File: src/rtl/ui_pkg.sv
// rtl/ui_pkg.sv - shared state encoding and default tick constants for the button UI
package ui_pkg;

  typedef enum logic [1:0] {
    ST_ARM   = 2'd0,
    ST_IDLE  = 2'd1,
    ST_SHORT = 2'd2,
    ST_LONG  = 2'd3
  } ui_state_e;

  // 100 MHz build: 20 ms long press, 5 ms repeat interval
  localparam int LONG_PRESS_TICKS_DEF = 2000000;
  localparam int REPEAT_TICKS_DEF     = 500000;

endpackage

File: src/rtl/hold_timer.sv
// rtl/hold_timer.sv - loadable up-counter with clear, enable and terminal-count lookahead
module hold_timer #(
  parameter int WIDTH    = 8,
  parameter int TERMINAL = 255,
  parameter bit SATURATE = 1'b1
) (
  input  logic             clk,
  input  logic             rst,
  input  logic             clr,
  input  logic             load,
  input  logic [WIDTH-1:0] load_val,
  input  logic             en,
  output logic             term_next
);

  localparam logic [WIDTH:0] TERM = (WIDTH+1)'(TERMINAL);

  logic [WIDTH-1:0] cnt_q;
  logic [WIDTH:0]   cnt_inc;
  logic             at_term;

  assign cnt_inc   = {1'b0, cnt_q} + (WIDTH+1)'(1);
  // term_next: the next enabled increment lands exactly on TERMINAL
  assign term_next = (cnt_inc == TERM);
  assign at_term   = ({1'b0, cnt_q} == TERM);

  always_ff @(posedge clk) begin
    if (rst || clr) begin
      cnt_q <= '0;
    end else if (load) begin
      cnt_q <= load_val;
    end else if (en) begin
      if (SATURATE) begin
        if (!at_term) cnt_q <= cnt_inc[WIDTH-1:0];
      end else if (term_next) begin
        cnt_q <= '0;
      end else begin
        cnt_q <= cnt_inc[WIDTH-1:0];
      end
    end
  end

endmodule

File: src/rtl/button_event_decoder.sv
// rtl/button_event_decoder.sv - turns a debounced button level into press/short/long/repeat/release pulses
module button_event_decoder
  import ui_pkg::*;
#(
  parameter int LONG_PRESS_TICKS = LONG_PRESS_TICKS_DEF,
  parameter int REPEAT_TICKS     = REPEAT_TICKS_DEF,
  parameter bit REPEAT_EN        = 1'b1
) (
  input  logic clk,
  input  logic rst,
  input  logic btn_in,
  output logic press_pulse,
  output logic short_press,
  output logic long_press,
  output logic repeat_pulse,
  output logic release_pulse,
  output logic held
);

  localparam int HOLD_W = $clog2(LONG_PRESS_TICKS + 1);
  localparam int REP_W  = $clog2(REPEAT_TICKS + 1);

  ui_state_e state_q, state_d;
  logic      press_d, short_d, long_d, rep_d, rel_d, held_d;
  logic      hold_load, hold_en, hold_term_next;
  logic      rep_clr, rep_en, rep_term_next;

  hold_timer #(
    .WIDTH    (HOLD_W),
    .TERMINAL (LONG_PRESS_TICKS),
    .SATURATE (1'b1)
  ) u_hold_cnt (
    .clk       (clk),
    .rst       (rst),
    .clr       (1'b0),
    .load      (hold_load),
    .load_val  (HOLD_W'(1)),
    .en        (hold_en),
    .term_next (hold_term_next)
  );

  hold_timer #(
    .WIDTH    (REP_W),
    .TERMINAL (REPEAT_TICKS),
    .SATURATE (1'b0)
  ) u_rep_cnt (
    .clk       (clk),
    .rst       (rst),
    .clr       (rep_clr),
    .load      (1'b0),
    .load_val  ('0),
    .en        (rep_en),
    .term_next (rep_term_next)
  );

  always_comb begin
    state_d   = state_q;
    press_d   = 1'b0;
    short_d   = 1'b0;
    long_d    = 1'b0;
    rep_d     = 1'b0;
    rel_d     = 1'b0;
    hold_load = 1'b0;
    hold_en   = 1'b0;
    rep_clr   = 1'b0;
    rep_en    = 1'b0;
    case (state_q)
      ST_ARM: begin
        if (!btn_in) state_d = ST_IDLE;
      end
      ST_IDLE: begin
        if (btn_in) begin
          press_d   = 1'b1;
          hold_load = 1'b1;
          state_d   = ST_SHORT;
        end
      end
      ST_SHORT: begin
        // a low sample wins over the threshold on the same sample
        if (!btn_in) begin
          short_d = 1'b1;
          rel_d   = 1'b1;
          state_d = ST_IDLE;
        end else begin
          hold_en = 1'b1;
          if (hold_term_next) begin
            long_d  = 1'b1;
            rep_clr = 1'b1;
            state_d = ST_LONG;
          end
        end
      end
      ST_LONG: begin
        if (!btn_in) begin
          rel_d   = 1'b1;
          state_d = ST_IDLE;
        end else begin
          hold_en = 1'b1;
          rep_en  = 1'b1;
          rep_d   = rep_term_next && REPEAT_EN;
        end
      end
      default: state_d = ST_ARM;
    endcase
    held_d = (state_d == ST_SHORT) || (state_d == ST_LONG);
  end

  always_ff @(posedge clk) begin
    if (rst) begin
      state_q       <= ST_ARM;
      press_pulse   <= 1'b0;
      short_press   <= 1'b0;
      long_press    <= 1'b0;
      repeat_pulse  <= 1'b0;
      release_pulse <= 1'b0;
      held          <= 1'b0;
    end else begin
      state_q       <= state_d;
      press_pulse   <= press_d;
      short_press   <= short_d;
      long_press    <= long_d;
      repeat_pulse  <= rep_d;
      release_pulse <= rel_d;
      held          <= held_d;
    end
  end

endmodule

File: config.mk
export PLATFORM = sky130hd
export DESIGN_NAME = button_event_decoder
export DESIGN_NICKNAME = d
export VERILOG_FILES = /design/src/rtl/ui_pkg.sv /design/src/rtl/hold_timer.sv /design/src/rtl/button_event_decoder.sv
export SDC_FILE = /design/constraint.sdc
export NUM_CORES = 1
export LEC_CHECK = 0
export ABC_AREA = 1
export CELL_PAD_IN_SITES_DETAIL_PLACEMENT = 1
export CELL_PAD_IN_SITES_GLOBAL_PLACEMENT = 2
export CORE_MARGIN = 8
export CORE_UTILIZATION = 28
export DETAILED_ROUTE_END_ITERATION = 8
export GPL_TIMING_DRIVEN = 0
export PLACE_DENSITY_LB_ADDON = 0.12
export SLEW_MARGIN = 25
export SYNTH_ARGS = -nofsm -noshare
export SYNTH_HDL_FRONTEND = slang
export SYNTH_HIERARCHICAL = 1
export SYNTH_SLANG_ARGS = --single-unit
export TNS_END_PERCENT = 100
File: constraint.sdc
create_clock -name clk -period 2.55 [get_ports clk]
set_clock_uncertainty 0.1 [all_clocks]
set_input_delay 0.255 -clock clk [delete_from_list [all_inputs] [get_ports clk]]
set_output_delay 0.255 -clock clk [all_outputs]
set_load 0.03 [all_outputs]
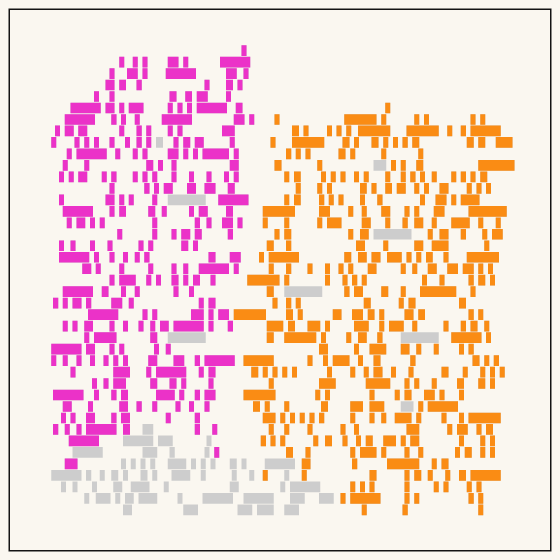
Fig. 1. Hierarchy map.
Other cells in grey.
legend:
  orange:
    instance: u_hold_cnt
    cells: 341
  magenta:
    instance: u_rep_cnt
    cells: 256
not coloured: 63

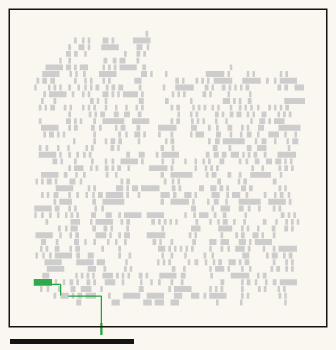
Fig. 2. I/O nets highlighted.
Bar = 50 um.
legend:
  green:
    port: long_press
    bits: 1
    direction: output
    end_cells: 1
    buffers: 1
    wire: 33.2 um

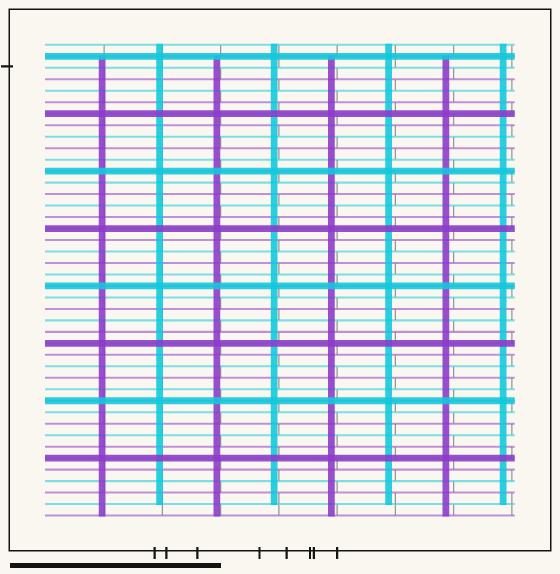
Fig. 3. Supply network.
Bar = 50 um. Pins as bars on the die edge. Tap cells in grey.
legend:
  purple:
    net: VSS
  cyan:
    net: VDD
met4 straps: 8
met5 straps: 8
tap cells: 172
met1 rails: 42
rows: 41

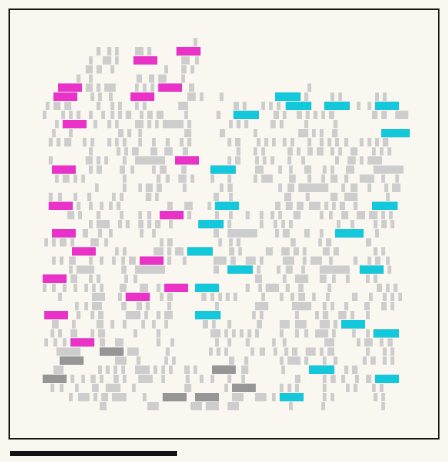
Fig. 4. Register map, names as in the netlist.
Bar = 50 um. Other sequential cells in the stronger grey, the rest of the logic in the fainter grey.
legend:
  cyan:
    signal: u_hold_cnt/cnt_q
    flops: 21
  magenta:
    signal: u_rep_cnt/cnt_q
    flops: 19
not coloured: 7

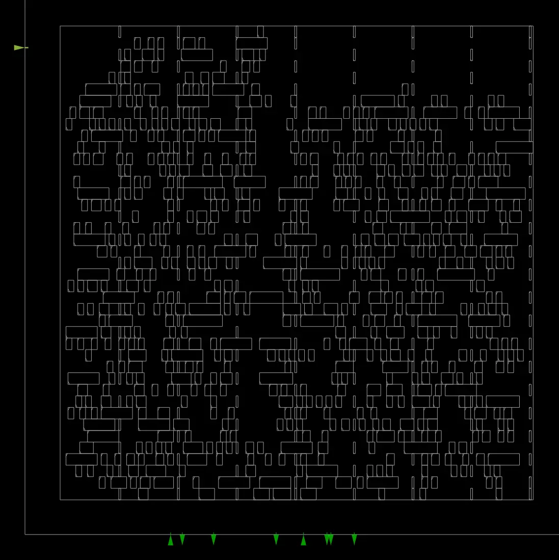
Fig. 5. Placed standard cells.
num rows: 41
Seq/total area: 22.7%
final core occ: 34.2%

==> deck_impl_summary.md <==
Flow Results at a Glance

Worst setup path
  • Crit Path Category: register to register
  • Crit path DAT: around 2.5 ns

Global route
  • Largest net degree at the start of global routing: 17
  • Vias in the first global route: a little under 4,000
  • Global route overflow: 0

Synth
  • Yosys adder share: between 2 and 3%
  • Synth unique cells: 35
  • Cell area leaders: dfxtp_1, nand2_1, nor2_1
  • Most instantiated library cell after synthesis: nand2_1
  • Mux cell area share: 0%
  • Ys flop type: dfxtp_1
  • Largest area contributor in the netlist: dfxtp_1
  • Yosys warning total: 6
  • Largest logic family: simple AND/OR/NAND/NOR gates
  • Avg Cell Area, Syn: about 5.9 um^2
  • Chip Area, Yosys: approximately 3500 um^2
  • AO/OA Area Share: between 10 and 15%
  • Top cells by count: nand2_1, nor2_1, dfxtp_1

Final timing
  • Max_slew headroom: a little under half
  • Fin. Hold Viols: 0
  • FMAX: between 0.4 and 0.5 GHz
  • Final period util: ~93%
  • Count of final setup violators: 0

Routing
  • Via/cell ratio: approximately 4.6
  • Max layer used: met4
  • DR vias: around 3,800
  • Post-route ant nets: 0
  • Post-Route WL: approximately 11,000 um
  • DRT Pass-1 Iters: 4
  • DRC: 0

Clock network
  • CTS tree: yes
  • CTS sink cnt: roughly 47
  • Total CTS buffers: 5

Floorplanning
  • Floorplan utilization: ~28%
  • Die area: between 15,000 and 20,000 um^2

Job
  • Number of OpenROAD warnings: 31
  • Max-cap violation count: 0

Placed design
  • Routability cong.: 0.838
  • Port Buffers: 7

Outcome
  • Status: complete, no violations

Power and ir drop
  • LEAKAGE: around 1.5 nW
  • Worst VDD drop: 0.236 mV
  • PwrDens: approximately 430 nW/um^2

Finish
  • Fillers: approximately 1,700
  • ANT cells: 0
repair_timing:
action,4_1_cts,5_1_grt
buffers inserted,4,3
hold endpoints to repair,0,0
resized,16,19
pin swaps,4,6
setup endpoints to repair,22,19
hold buffers,0,0
path summary, 6_finish.rpt:
kind | startpoint | to | slack [ns] | cells after the start
min | btn_in | short_press | 0.07 | 2
min reg2reg | u_hold_cnt/cnt_q[6] | u_hold_cnt/cnt_q[6] | 0.39 | 2
max | u_hold_cnt/cnt_q[1] | u_rep_cnt/cnt_q[4] | 0.18 | 15
max reg2reg | u_hold_cnt/cnt_q[1] | u_rep_cnt/cnt_q[4] | 0.18 | 15
sequential cells by signal, indices dropped and copies added, names as in the netlist:
name              count
short_press           1
held                  1
state_q               1
long_press            1
release_pulse         1
repeat_pulse          1
u_rep_cnt/cnt_q      19
press_pulse           1
u_hold_cnt/cnt_q     21
worst max-delay path: stages (launching register included):
cell	delay [ns]
dfxtp_4	0.39
ha_4	0.17
nand2_2	0.08
nor2_4	0.12
buf_4	0.13
nand3_2	0.10
nor2_2	0.14
xnor2_2	0.15
nor2_1	0.08
nand3_2	0.11
nor2_4	0.05
nand3_2	0.08
inv_1	0.05
or2_4	0.25
buf_8	0.15
a31oi_1	0.14
routing by layer:
| metal | track usage [%] | up-vias |
|---|---|---|
| met5 | 0 | - |
| met4 | 4.69 | 0 |
| met3 | 2.12 | 14 |
| met2 | 26.8 | 13 |
| met1 | 15.9 | 1797 |
| li1 | - | 1981 |
kinds of logic after synthesis:
family                     after synthesis
AOI/OAI and AO/OA                       61
adders and majority gates                8
DFF                                     47
and+or+nand+nor                        405
buffers and inverters                   66
xor gates and xnor gates                 8
other                                    2
where the power goes:
group / switching, mW / internal [mW] / leakage, nW
sequential: 0.0374 / 0.762 / 0.391
combinational: 0.204 / 0.103 / 1.07
clock: 0.338 / 0.371 / 0.0746
cells in the final DEF (no fill, tap or decap), types with 6 or more instances in the layout:
master           synthesis  routed
conb_1                   2      44
o21ai_0                  9       8
ha_1                     8       7
buf_4                    0       6
nand2_2                  4       6
dfxtp_2                  0      12
dfxtp_1                 47      33
a31oi_1                 10      10
inv_1                   44      43
a21oi_1                 28      28
a22oi_1                  9       9
clkbuf_1                 9       8
nor2_2                  14      15
nor2_1                  87      83
nand3_1                 32      31
clkdlybuf4s50_1          0       7
nand2_1                231     229
nor2_4                   3       6
nand4_1                 13      13
nand3_2                  6       7
area by class of cell:
type                       instances  area [um^2]  area share [%]
multi-input combinational        526         2500            58.9
timing repair buffer              14          135            3.18
clock buffer                       5          125            2.94
clock inverter                     3         22.5           0.530
inverter                          50          191            4.50
sequential                        47          963            22.7
buffer                            15         93.8            2.21
tap                              172          215            5.06
per-stage QoR:
step	hold WS, ns	setup TNS, ns	cell area, um^2	worst slack, ns	power, mW
final	0.0659	0	4250	0.181	1.82
after global routing	0.0640	-0.0718	4250	-0.0120	1.92
after CTS	0.0556	0	4190	0.0612	1.85
after detailed placement	0.384	-17.56	3950	-1.05	1.12
after global placement	0.377	-16.66	3950	-1.01	1.11
after floorplan	0.227	0	3670	0.000781	1.02
Power and IR drop assume default switching activity.
